--- src/rtl/prog_launcher.sv ---
// Program launcher: resets the core, zero-fills data memory, releases the core,
// then reads back one result byte. Optional watchdog enabled by LAUNCH_TIMEOUT_EN.
module prog_launcher #(
  parameter int unsigned RESULT_ADDR = 8,
  parameter int unsigned RST_CYCLES  = 2,
  parameter int unsigned TIMEOUT     = 1024
) (
  input  logic       Clk,
  input  logic       Reset,
  input  logic       Go,
  input  logic       Ack,
  input  logic [7:0] DmRdData,
  output logic       CoreReset,
  output logic       Start,
  output logic       DmWrEn,
  output logic [7:0] DmAddr,
  output logic [7:0] DmWrData,
  output logic       Done,
  output logic [7:0] Result,
  output logic       TimedOut
);

  localparam int unsigned AW  = 8;
  localparam int unsigned DW  = 8;
  localparam int unsigned RCW = (RST_CYCLES > 1) ? $clog2(RST_CYCLES) : 1;
  localparam int unsigned TCW = 16;

  if (RST_CYCLES == 0 || TIMEOUT == 0 || TIMEOUT > 65536) begin : g_param_check
    $error("prog_launcher: RST_CYCLES must be >= 1 and TIMEOUT in 1..65536");
  end

  typedef enum logic [2:0] {
    IDLE,
    CORE_RST,
    CLEAR,
    RUN,
    READBACK,
    DONE
  } state_t;

  state_t          state_q, state_d;
  logic [RCW-1:0]  rst_cnt_q, rst_cnt_d;
  logic [AW-1:0]   addr_q, addr_d;
  logic            core_reset_q, core_reset_d;
  logic            start_q, start_d;
  logic            wr_en_q, wr_en_d;
  logic            done_q, done_d;
  logic [DW-1:0]   result_q, result_d;
  logic [AW:0]     addr_inc;

`ifdef LAUNCH_TIMEOUT_EN
  logic [TCW-1:0]  run_cnt_q, run_cnt_d;
  logic            timed_out_q, timed_out_d;
`endif

  // Carry out of the 8-bit address counter marks the end of the clear sweep
  assign addr_inc = {1'b0, addr_q} + (AW+1)'(1);

  // Next-state and next-output logic
  always_comb begin
    state_d      = state_q;
    rst_cnt_d    = rst_cnt_q;
    addr_d       = addr_q;
    core_reset_d = core_reset_q;
    start_d      = start_q;
    wr_en_d      = wr_en_q;
    done_d       = done_q;
    result_d     = result_q;
`ifdef LAUNCH_TIMEOUT_EN
    run_cnt_d    = run_cnt_q;
    timed_out_d  = timed_out_q;
`endif
    unique case (state_q)
      IDLE: begin
        if (Go) begin
          state_d      = CORE_RST;
          rst_cnt_d    = '0;
          core_reset_d = 1'b1;
          start_d      = 1'b1;
          done_d       = 1'b0;
          result_d     = '0;
`ifdef LAUNCH_TIMEOUT_EN
          timed_out_d  = 1'b0;
`endif
        end
      end
      CORE_RST: begin
        if (rst_cnt_q == RCW'(RST_CYCLES - 1)) begin
          state_d      = CLEAR;
          core_reset_d = 1'b0;
          wr_en_d      = 1'b1;
          addr_d       = '0;
        end else begin
          rst_cnt_d = rst_cnt_q + RCW'(1);
        end
      end
      CLEAR: begin
        if (addr_inc[AW]) begin
          state_d = RUN;
          wr_en_d = 1'b0;
          addr_d  = AW'(RESULT_ADDR);
          start_d = 1'b0;
`ifdef LAUNCH_TIMEOUT_EN
          run_cnt_d = '0;
`endif
        end else begin
          addr_d = addr_inc[AW-1:0];
        end
      end
      RUN: begin
        // Ack takes priority over a watchdog expiry in the same cycle
        if (Ack) begin
          state_d = READBACK;
          start_d = 1'b1;
        end
`ifdef LAUNCH_TIMEOUT_EN
        else if (run_cnt_q == TCW'(TIMEOUT - 1)) begin
          state_d     = DONE;
          start_d     = 1'b1;
          done_d      = 1'b1;
          timed_out_d = 1'b1;
        end else begin
          run_cnt_d = run_cnt_q + TCW'(1);
        end
`endif
      end
      READBACK: begin
        state_d  = DONE;
        result_d = DmRdData;
        done_d   = 1'b1;
      end
      DONE: begin
        if (!Go) begin
          state_d = IDLE;
          done_d  = 1'b0;
        end
      end
      default: begin
        state_d = IDLE;
      end
    endcase
  end

  // State and output registers
  always_ff @(posedge Clk) begin
    if (Reset) begin
      state_q      <= IDLE;
      rst_cnt_q    <= '0;
      addr_q       <= '0;
      core_reset_q <= 1'b0;
      start_q      <= 1'b1;
      wr_en_q      <= 1'b0;
      done_q       <= 1'b0;
      result_q     <= '0;
`ifdef LAUNCH_TIMEOUT_EN
      run_cnt_q    <= '0;
      timed_out_q  <= 1'b0;
`endif
    end else begin
      state_q      <= state_d;
      rst_cnt_q    <= rst_cnt_d;
      addr_q       <= addr_d;
      core_reset_q <= core_reset_d;
      start_q      <= start_d;
      wr_en_q      <= wr_en_d;
      done_q       <= done_d;
      result_q     <= result_d;
`ifdef LAUNCH_TIMEOUT_EN
      run_cnt_q    <= run_cnt_d;
      timed_out_q  <= timed_out_d;
`endif
    end
  end

  assign CoreReset = core_reset_q;
  assign Start     = start_q;
  assign DmWrEn    = wr_en_q;
  assign DmAddr    = addr_q;
  assign DmWrData  = '0;
  assign Done      = done_q;
  assign Result    = result_q;
`ifdef LAUNCH_TIMEOUT_EN
  assign TimedOut  = timed_out_q;
`else
  assign TimedOut  = 1'b0;
`endif

endmodule
--- config.mk ---
export PLATFORM = sky130hd
export DESIGN_NAME = prog_launcher
export DESIGN_NICKNAME = d
export VERILOG_FILES = /design/src/rtl/prog_launcher.sv
export SDC_FILE = /design/constraint.sdc
export NUM_CORES = 1
export LEC_CHECK = 0
export ABC_AREA = 1
export CAP_MARGIN = 25
export CORE_MARGIN = 1
export CORE_UTILIZATION = 25
export CTS_CLUSTER_DIAMETER = 30
export DETAILED_ROUTE_END_ITERATION = 6
export DONT_BUFFER_PORTS = 1
export GPL_ROUTABILITY_DRIVEN = 0
export HOLD_SLACK_MARGIN = 0.03
export SETUP_SLACK_MARGIN = 0.5
export SYNTH_ARGS = -nofsm -noshare
export SYNTH_HDL_FRONTEND = slang
export SYNTH_SLANG_ARGS = --single-unit
--- constraint.sdc ---
create_clock -name Clk -period 1.3 [get_ports Clk]
set_input_delay 0.13 -clock Clk [delete_from_list [all_inputs] [get_ports Clk]]
set_output_delay 0.13 -clock Clk [all_outputs]
set_load 0.1 [all_outputs]
### Cells coloured by class, run 1

The bar under the picture is 20 um long.
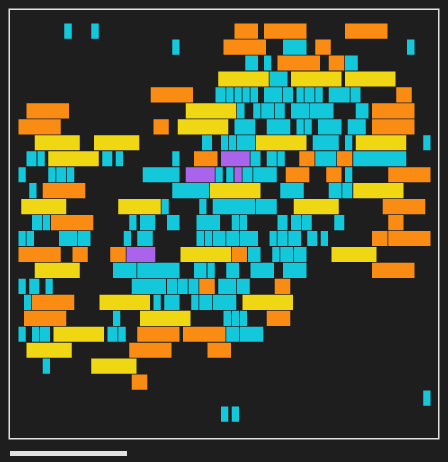
class	colour	cells
flip-flops	yellow	24
clock drivers and dummy loads	purple	4
all other logic	cyan	139
other buffers and delay cells	orange	41
final std cell area, no fill: 2130 um2
standard-cell rows: 25

### Wiring by layer, run 1

The bar under the picture is 20 um long. Only two layers are drawn.
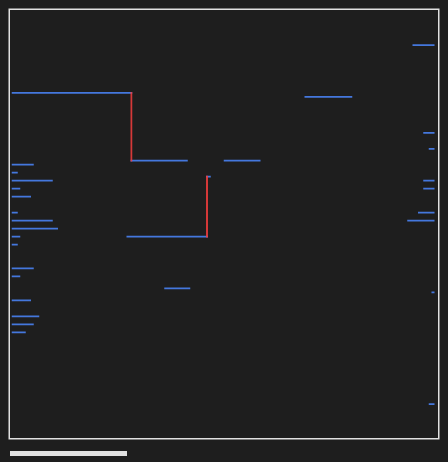
layer	colour	wire length
met4	red	21.8 um
met3	blue	127 um
via count of the routed design: 1182
All-Layer GR Usage: 12.1%

### Register map, names as in the netlist, run 1

The bar under the picture is 20 um long. Other sequential cells in the stronger grey, the rest of the logic in the fainter grey.
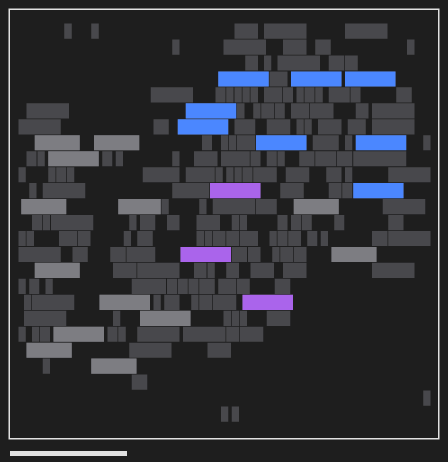
signal	colour	flops
DmAddr	blue	8
state_q	purple	3
not coloured	13
Seq. pwr: 1.01 mW
flip-flop and latch area: 547 um2
final standard cell utilization of the core: 44.6%

==> run notes, run 1 <==
Latest figures from synthesis and place and route.

The flow ran to the end, but the final reports show violations. The checks that failed: hold timing. The worst-skew pair later-pin latency is approximately 0.27 ns. The worst setup path is launched from a flip-flop.

The setup violation total in the final timing report is 0. The static leakage is 0.860 nW. Summing over the stages, the warning tally comes to 31. For reference, the top cells by area after synthesis are sky130_fd_sc_hd__dfxtp_1 (38%), sky130_fd_sc_hd__nand2_1 (13%), sky130_fd_sc_hd__a21oi_1 (7.6%). TritonCTS built the clock tree. The number of failing hold endpoints at the final stage is 17. After synthesis, the largest area contributor takes up a little under two fifths of total cell area. The buffer-and-inverter tally for the worst setup path is 1.

For the worst flop-to-flop path, the logic depth is 9. The async set-or-reset flop fraction in the synthesized netlist is 0%. The final layout net count is about 220. The capture point of the critical path was reported as state_q[1]$_SDFFE_PP0P_. The post-detailed-placement half-perimeter wirelength is between 1500 and 2000 um.

The synthesis log from Yosys contains 0 warnings. The total negative slack for setup checks is 0 ns. Across all hold checks on the routed design, the worst slack comes to -0.0926 ns. The CTS H-tree depth is 1. The registers of the reported paths see a clock transition of about 0.090 ns. The slowest library cell on the worst path is sky130_fd_sc_hd__dfxtp_4. The floorplan step set the die width to roughly 73 um.

Dividing the detail-routed wire length by the instance count gives 11.2 um. The worst register-to-register path has a setup slack of slightly below 0.06 ns. Per the hold report, the tightest min-delay path originates at Reset. The most critical setup path has its startpoint at state_q[0]$_SDFFE_PP0P_. The reg-to-reg critical path endpoint is state_q[1]$_SDFFE_PP0P_.

The first global-routing pass estimated 5070 um of wire. The wire length recorded after detailed routing is around 3000 um. The number of storage elements in the synthesis netlist is 24.

Along the worst hold path, the cell count comes to 1. The maximum number of buffers from clock root to sink is 2. The worst hold endpoint is DmAddr[4]$_SDFFE_PP0P_. The cell at the root of the clock tree is sky130_fd_sc_hd__clkbuf_8. The smallest setup slack after layout is about 0.058 ns. The number of standard cells after synthesis is approximately 170.

The count of instantiated cells in the yosys netlist is ~170. The share of post-route cells with drive strength above 1 is between 50% and 60%. The full die area is 5320 um2. The number of sinks driven by the clock tree is 24. The initial DRC count is ~50. The cell accounting for the most synthesized area is sky130_fd_sc_hd__dfxtp_1. The worst setup path is of the reg -> reg kind. The count of distinct cell types in the synthesized netlist is 30.

The signal on the critical path passes through inv_4 -> nor2_4 -> nand3_4 -> nand2_2 -> nor2_4 -> nand2_4 -> nand2_1 -> nand2_1 -> nor2_1. The antenna violation net count after detailed routing is 0. The instance count on the critical path is 9.
-- run 1: cell families (layout without fill, tap and decap cells) --
family / after synthesis / count (layout) / synth area share (%)
and+or+nand+nor: 81 / 81 / 33.1
other: 1 / 9 / 0.298
DFF: 24 / 24 / 38.2
buffers and inverters: 29 / 62 / 12.7
AOI/OAI and AO/OA: 29 / 29 / 13.3
xor gates and xnor gates: 2 / 2 / 1.39
adders and majority gates: 1 / 1 / 0.994
-- run 1: flip-flops by register name, indices dropped and copies added, names as in the netlist --
signal / flops
CoreReset: 1
state_q: 3
DmWrEn: 1
DmAddr: 8
Start: 1
Result: 8
rst_cnt_q: 1
Done: 1
-- run 1: where the power goes --
part,switching [mW],internal (mW),total [mW]
registers,0.150,0.858,1.01
clock network,0.240,0.219,0.460
logic,1.42,0.840,2.26
-- run 1: cell type report --
type / count / area [um2]
Multi-Input combinational cell: 122 / 793
Clock buffer: 4 / 45.0
Sequential cell: 24 / 547
Inverter: 17 / 75.1
Fill cell: 467 / 2650
Timing Repair Buffer: 41 / 589
Tap cell: 67 / 83.8
-- run 1: through the flow --
stage               hold slack, ns  std cells  total power, mW  cell area, um2
floorplan                    0.267        175             2.40            1380
CTS                         -0.101        267             3.44            1960
global placement             0.194        253             2.63            1540
finish                     -0.0926        275             3.73            2130
global route                -0.107        275             3.96            2130
detailed placement           0.194        253             2.64            1540
-- run 1: repair_timing --
| item | CTS | global route |
|---|---|---|
| setup buffers | 10 | 8 |
| gates resized | 71 | 29 |
| pin swaps | 9 | 8 |
| endpoints found under the setup margin | 44 | 44 |
| endpoints found under the hold margin | 18 | 18 |
-- run 1: per-layer routing --
metal	track usage [%]	share of wire [%]	vias up
met1	14.6	43	540
met2	21.6	52	35
met4	2.61	0.68	0
met5	0	0	-
li1	-	-	603
met3	3.31	4.1	4
==> run 2, diff against run 1 <==
--- a/config.mk
+++ b/config.mk
@@ -8,12 +8,13 @@
 export ABC_AREA = 1
 export CAP_MARGIN = 25
 export CORE_MARGIN = 1
-export CORE_UTILIZATION = 25
+export CORE_UTILIZATION = 55
 export CTS_CLUSTER_DIAMETER = 30
 export DETAILED_ROUTE_END_ITERATION = 6
 export DONT_BUFFER_PORTS = 1
 export GPL_ROUTABILITY_DRIVEN = 0
-export HOLD_SLACK_MARGIN = 0.03
+export HOLD_SLACK_MARGIN = 0.08
+export PLACE_DENSITY = 0.73
 export SETUP_SLACK_MARGIN = 0.5
 export SYNTH_ARGS = -nofsm -noshare
 export SYNTH_HDL_FRONTEND = slang
==> run notes, run 2 <==
Flow results follow.

The flow did not finish. Per the run summary, the flow got no further than clock tree synthesis (4_1_cts). The tool reported: "[ERROR DPL-0033] detailed placement checks failed during check placement".

The floorplan die width is 49.8 um (-32%). After synthesis, flip-flops and latches occupy 38.2% of the total area. The main area contributors are sky130_fd_sc_hd__dfxtp_1 (38%), sky130_fd_sc_hd__nand2_1 (13%), sky130_fd_sc_hd__a21oi_1 (7.6%).

The number of synthesis warnings is 0 (unchanged). In the synthesized netlist the dominant register cell turns out to be sky130_fd_sc_hd__dfxtp_1. The maximum number of buffers from clock root to sink is 2 (unchanged).

The number of clock buffers added by TritonCTS is 3. The number of storage elements in the synthesis netlist is 24 (unchanged). The buffer count from post-CTS setup fixing was 18 (+8). The cell row count is 16 (-36%). The initial standard-cell utilization of the core is between 60% and 70%. The number of sinks driven by the clock tree was 24 (unchanged). The cell at the root of the clock tree is sky130_fd_sc_hd__clkbuf_4. The share of the synthesized area in the top cell type is 38.2% (unchanged). Yosys instantiated no cell more often than sky130_fd_sc_hd__nand2_1. The largest total area in the synthesized netlist belongs to sky130_fd_sc_hd__dfxtp_1. The post-placement worst setup slack is ~0.00093 ns. The number of flops mapped to enable cells by yosys is 0. The number of standard cells after synthesis came to 167 (unchanged). For this run, the chip area from Yosys synthesis comes to roughly 1300 um2.

A synthesized cell averages ~7.5 um2. The async set-or-reset flop fraction in the synthesized netlist is 0% (unchanged). The count of instantiated cells in the yosys netlist was 167 (unchanged).

The post-cts sizing count is 89 (+25%). The count of distinct cell types in the synthesized netlist is 30 (unchanged). The overall die height is 49.8 um.

The post-synthesis instance area is 1260 um2. The CTS H-tree depth is 1 (unchanged). The number of input and output port buffers inserted is 0. The commonest cells after synthesis are sky130_fd_sc_hd__nand2_1 (42), sky130_fd_sc_hd__dfxtp_1 (24), sky130_fd_sc_hd__a21oi_1 (19), sky130_fd_sc_hd__inv_1 (12). The post-detailed-placement half-perimeter wirelength is 1980 um (about the same).

The total I/O pin count is 41.
[run 2: cells by family after synthesis]
logic type | Yosys count | share of synthesized area (%)
XOR/XNOR | 2 | 1.39
AND-OR/OR-AND | 29 | 13.3
other | 1 | 0.298
buffers and inverters | 29 | 12.7
flip-flops | 24 | 38.2
AND/OR/NAND/NOR | 81 | 33.1
adder cells (fa/ha/maj) | 1 | 0.994
[run 2: stage by stage]
step	total power, mW	instances	utilization [%]	TNS (ns)	cell area (um2)
detailed placement	2.67	213	72.3	0	1490
floorplan	2.40	175	-	-0.528	1380
global placement	2.64	213	72.3	0	1490
==> run 3, diff against run 2 <==
==> config.mk (replaced) <==
export PLATFORM = sky130hd
export DESIGN_NAME = prog_launcher
export DESIGN_NICKNAME = d
export VERILOG_FILES = /design/src/rtl/prog_launcher.sv
export SDC_FILE = /design/constraint.sdc
export NUM_CORES = 1
export LEC_CHECK = 0
export ABC_AREA = 1
export CAP_MARGIN = 25
export CORE_AREA = 2 2 63 65
export DETAILED_ROUTE_END_ITERATION = 6
export DIE_AREA = 0 0 65 67
export DONT_BUFFER_PORTS = 1
export GPL_ROUTABILITY_DRIVEN = 0
export PLACE_DENSITY_LB_ADDON = 0.15
export SYNTH_ARGS = -nofsm -noshare
export SYNTH_HDL_FRONTEND = slang
export SYNTH_SLANG_ARGS = --single-unit
==> constraint.sdc (replaced) <==
create_clock -name Clk -period 1.69 [get_ports Clk]
set_input_delay 0.169 -clock Clk [delete_from_list [all_inputs] [get_ports Clk]]
set_output_delay 0.169 -clock Clk [all_outputs]
set_load 0.1 [all_outputs]
### Gate families picked out, run 3

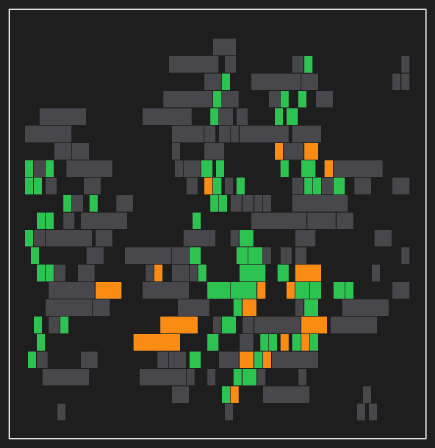
family	colour	cells
NAND gates	green	62
NOR gates	orange	18

==> run notes, run 3 <==
Latest figures from synthesis and place and route.

Compared with the post-synthesis result, the final layout area differs by 17.2%. The run finished with clean final reports. The async set-or-reset flop fraction in the synthesized netlist is 0% (unchanged). The initial standard-cell utilization of the core is 34.9% (-26 points). The dominant register cell in the synthesized netlist is sky130_fd_sc_hd__dfxtp_1. The total I/O pin count is 41 (unchanged). The floorplan die width is 65 um (+30%). The number of input and output port buffers inserted is 0 (unchanged). The number of buffers created by CTS is 3 (unchanged). The cell at the root of the clock tree is sky130_fd_sc_hd__clkbuf_8. By area the synthesized netlist is led by sky130_fd_sc_hd__dfxtp_1 (38%), sky130_fd_sc_hd__nand2_1 (13%), sky130_fd_sc_hd__a21oi_1 (7.6%). The per-instance average area after synthesis is 7.54 um2 (unchanged). The count of distinct cell types in the synthesized netlist is 30 (unchanged). The number of flops mapped to enable cells by yosys is 0 (unchanged).

The area reported by Yosys stat is 1260 um2 (unchanged). The cell row count is 22 (+6). The register-to-register setup slack is 0.21 ns. The top cell type by instance count after synthesis is sky130_fd_sc_hd__nand2_1. The post-detailed-placement half-perimeter wirelength is 2060 um (+3.7%).

The sequential share of the synthesized area is 38.2% (unchanged). The number of storage elements in the synthesis netlist was 24 (unchanged). By count the netlist is led by sky130_fd_sc_hd__nand2_1 (42), sky130_fd_sc_hd__dfxtp_1 (24), sky130_fd_sc_hd__a21oi_1 (19), sky130_fd_sc_hd__inv_1 (12). The CTS H-tree depth was 1 (unchanged). The post-synthesis instance area came to 1260 um2 (unchanged). The number of synthesis warnings is 0 (unchanged). The number of sinks driven by the clock tree is 24 (unchanged).

The count of instantiated cells in the yosys netlist is 167 (unchanged). The buffer count from post-CTS setup fixing is 0 (-18). The standard cell area after detailed placement is 1420 um2 (-4.7%).

The biggest area contributor in the post-synthesis netlist is sky130_fd_sc_hd__dfxtp_1. The cell count after placement is 231 (+8.5%).
### Cells coloured by class, run 3

The bar under the picture is 20 um long.
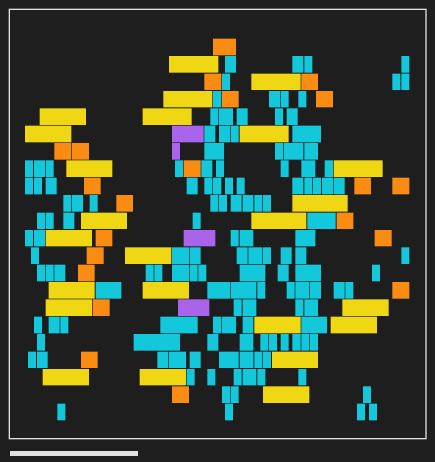
class	colour	cells
flip-flops	yellow	24
other buffers and delay cells	orange	21
clock drivers and dummy loads	purple	4
all other logic	cyan	139

[run 3: cell counts after synthesis]
Identical to the previous run, type by type.
[run 3: stage by stage]
step                hold slack (ns)  setup WS, ns  power [mW]
floorplan                     0.313        0.0897        1.80
global placement              0.232         0.228        1.96
detailed placement            0.235         0.205        1.97
CTS                          0.0338         0.178        2.33
global route                 0.0430        0.0649        2.47
finish                       0.0442         0.215        2.31
[run 3: area by class of cell]
cell class | instances | area [um2] | area share [%]
clock buffer | 4 | 45.0 | 3.05
tap | 48 | 60.1 | 4.07
sequential | 24 | 495 | 33.6
timing repair buffer | 21 | 160 | 10.9
multi-input combinational | 122 | 648 | 43.9
inverter | 17 | 66.3 | 4.50
[run 3: cells by family (layout without fill, tap and decap cells)]
family / Yosys count / count (layout) / synth area share (%)
other cells: 1 / 9 / 0.298
xor+xnor: 2 / 2 / 1.39
fa+ha+maj: 1 / 1 / 0.994
buf+inv: 29 / 42 / 12.7
flops: 24 / 24 / 38.2
compound gates: 29 / 29 / 13.3
simple gates: 81 / 81 / 33.1
[run 3: timing repair]
item / 4_1_cts / 5_1_grt
hold buffers: 1 / 0
resized: 0 / 0
endpoints found under the hold margin: 17 / 0
endpoints found under the setup margin: 0 / 0
[run 3: power breakdown]
group	switching [mW]	leakage, nW	internal [mW]
logic	0.933	0.411	0.306
registers	0.0726	0.199	0.646
clock network	0.180	0.0228	0.168
total	1.19	0.633	1.12
[run 3: layer usage]
metal | up-vias | wire length (um)
li1 | 558 | -
met1 | 480 | 1210
met2 | 38 | 1240
met3 | 9 | 157
met4 | 0 | 83
met5 | - | 0
[run 3: worst max-delay path: cells and delay by family (launching register included)]
family / cells / cell delay, ns
buf+inv: 1 / 0.30
flops: 1 / 0.35
compound gates: 1 / 0.12
simple gates: 3 / 0.46
xor+xnor: 1 / 0.16
### Register map, names as in the netlist, run 3

The bar under the picture is 20 um long. Other sequential cells in the stronger grey, the rest of the logic in the fainter grey.
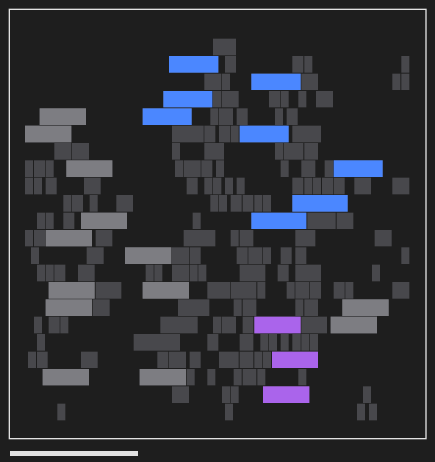

==> run 4, diff against run 3 <==
--- a/config.mk
+++ b/config.mk
@@ -8,6 +8,7 @@
 export ABC_AREA = 1
 export CAP_MARGIN = 25
 export CORE_AREA = 2 2 63 65
+export CTS_CLUSTER_DIAMETER = 30
 export DETAILED_ROUTE_END_ITERATION = 6
 export DIE_AREA = 0 0 65 67
 export DONT_BUFFER_PORTS = 1
==> constraint.sdc (replaced) <==
create_clock -name Clk -period 1.4 [get_ports Clk]
set_input_delay 0.14 -clock Clk [delete_from_list [all_inputs] [get_ports Clk]]
set_output_delay 0.14 -clock Clk [all_outputs]
set_load 0.1 [all_outputs]
### Register map, names as in the netlist, run 4

The bar under the picture is 20 um long. Other sequential cells in the stronger grey, the rest of the logic in the fainter grey.
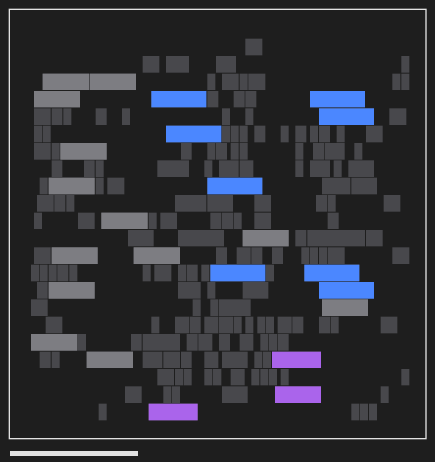
signal	colour	flops
DmAddr	blue	8
state_q	purple	3
flip-flop and latch area: 513 um2
final standard cell utilization of the core: 42.8%
flop share of the area: 33.2%
Seq. pwr: 0.882 mW

==> run notes, run 4 <==
Latest figures from synthesis and place and route.

The initial standard-cell utilization of the core came to 34.9% (unchanged). The wire length on met3 came to 156 um (-0.64%). The number of flops mapped to enable cells by yosys is 0 (unchanged). The final-layout worst hold slack is 0.00533 ns (-0.0389 ns). The number of sinks driven by the clock tree is 24 (unchanged).

In the post-synthesis netlist, the biggest area contributors are sky130_fd_sc_hd__dfxtp_1 (38%), sky130_fd_sc_hd__nand2_1 (13%), sky130_fd_sc_hd__a21oi_1 (7.6%). The cell accounting for the most synthesized area is sky130_fd_sc_hd__dfxtp_1. The async set-or-reset flop fraction in the synthesized netlist was 0% (unchanged). The dominant kind of combinational cell is simple AND/OR/NAND/NOR gates. The total negative slack for setup checks is 0 ns.

The overall die height is roughly 67 um. The adder and majority gate portion of the synthesized area is 0.994% (unchanged). The flow ran to the end, and the final reports show no timing, DRC or antenna violations. Per the synth stats, the flop cell with the highest instance count is sky130_fd_sc_hd__dfxtp_1. Entering global routing, the biggest net connects 18 pins.

The area fraction in mux cells is 0% (unchanged). The number of storage elements in the synthesis netlist is 24 (unchanged). The met2 wire length is 1310 um (+5.2%). In the post-synthesis netlist, the cell with the most instances is sky130_fd_sc_hd__nand2_1.

The register-to-register setup slack is 0.11 ns (-0.11 ns). The number of synthesis warnings was 0 (unchanged). Among cell families on the critical path, the largest total delay comes from simple AND/OR/NAND/NOR gates. By count the netlist is led by sky130_fd_sc_hd__nand2_1 (42), sky130_fd_sc_hd__dfxtp_1 (24), sky130_fd_sc_hd__a21oi_1 (19), sky130_fd_sc_hd__inv_1 (12). The buffer-and-inverter tally for the worst setup path came to 1 (unchanged). The area share of and-or/or-and cells after synthesis is 13.3% (unchanged).

The area reported by Yosys stat is 1260 um2 (unchanged). The CTS H-tree depth came to 1 (unchanged). The sequential share of the synthesized area is 38.2% (unchanged). The number of input and output port buffers inserted came to 0 (unchanged). The floorplan die width is 65 um (unchanged). The count of instantiated cells in the yosys netlist came to 167 (unchanged). The routed length on met1 is 1270 um (+5.1%). The number of buffers created by CTS is 3 (unchanged). The synthesized instance count is roughly 170. The instance count on the critical path was 8 (+2). The per-instance average area after synthesis came to 7.54 um2 (unchanged). The fraction of synthesized cell area in xor and xnor cells is 1.39% (unchanged). The post-synthesis instance area is 1260 um2 (unchanged).

The total I/O pin count is 41 (unchanged). Using the TritonRoute via totals, the vias-per-cell ratio works out to 4.56. The layout overhead on the synthesized area is 22.7%. Per the CTS log, the root buffer master is sky130_fd_sc_hd__clkbuf_8.

The cell row count is 22 (unchanged). The count of distinct cell types in the synthesized netlist came to 30 (unchanged).
### Wiring by layer, run 4

The bar under the picture is 20 um long. Only two layers are drawn.
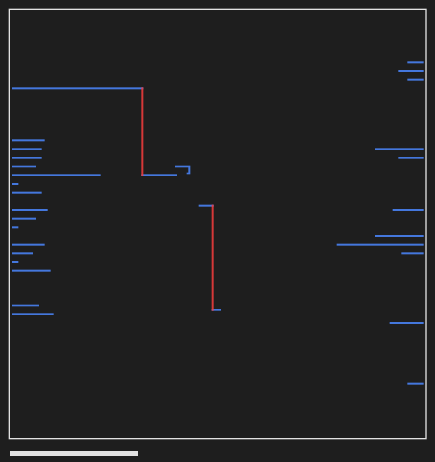
layer	colour	wire length
met3	blue	157 um
met4	red	29.9 um

## run 4: cell counts after synthesis
Identical to the previous run, type by type.
## run 4: through the flow
stage               instances  setup slack, ns  power [mW]  area [um2]
floorplan                 175          -0.0108        2.17        1350
global placement          232           0.0564        2.38        1470
detailed placement        232           0.0431        2.39        1470
CTS                       237           0.0229        2.83        1530
global route              239          0.00992        3.05        1540
finish                    239            0.109        2.86        1540
## run 4: worst min-delay path by stage
stage	cells after the start	slack [ns]	endpoint	startpoint
final	2	0.005	Result[7]$_SDFFE_PP0P_	DmRdData[7]
after global routing	2	0.02	Result[0]$_SDFFE_PP0P_	DmRdData[0]
after CTS	2	0.001	Result[7]$_SDFFE_PP0P_	DmRdData[7]
after detailed placement	1	0.20	DmAddr[5]$_SDFFE_PP0P_	Reset
after global placement	1	0.20	DmAddr[1]$_SDFFE_PP0P_	Reset
after floorplan	2	0.28	Result[6]$_SDFFE_PP0P_	DmRdData[6]
## run 4: report_power, final
part / total [mW] / internal, mW / switching, mW
clock: 0.424 / 0.196 / 0.228
sequential: 0.882 / 0.774 / 0.107
combinational: 1.56 / 0.418 / 1.14
## run 4: worst reg2reg max path, delay by kind of cell (launching register included)
family | cells | cell delay [ns]
flops | 1 | 0.39
simple gates | 5 | 0.47
buf+inv | 1 | 0.08
compound gates | 1 | 0.06
fa+ha+maj | 1 | 0.16
## run 4: layout make-up
cell class / instances / area [um2]
inverter: 17 / 67.6
fill: 390 / 2060
clock inverter: 1 / 3.75
sequential: 24 / 513
tap: 48 / 60.1
multi-input combinational: 122 / 676
timing repair buffer: 24 / 183
clock buffer: 3 / 41.3
## run 4: timing repair
action,CTS,global route
setup endpoints to repair,0,13
setup buffers,0,2
hold buffers,1,0
endpoints found under the hold margin,17,0
gates resized,0,3

==> gallery <==
Track usage over the die.
picture 1
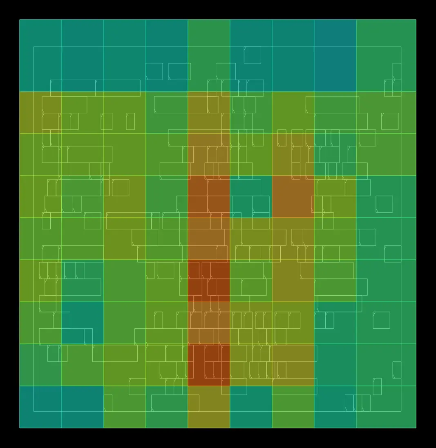
picture 2
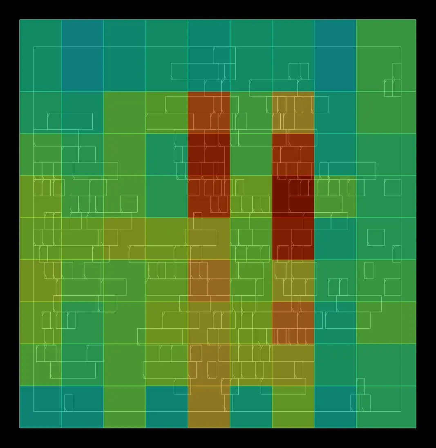
picture 3
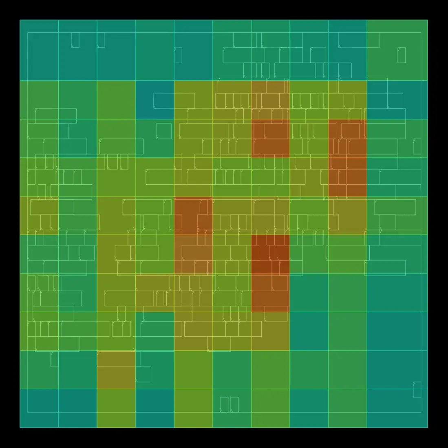
run 4: picture 1
run 1: picture 3
run 3: picture 2

Power figures rest on the tool's default switching activity, not on a simulated workload.
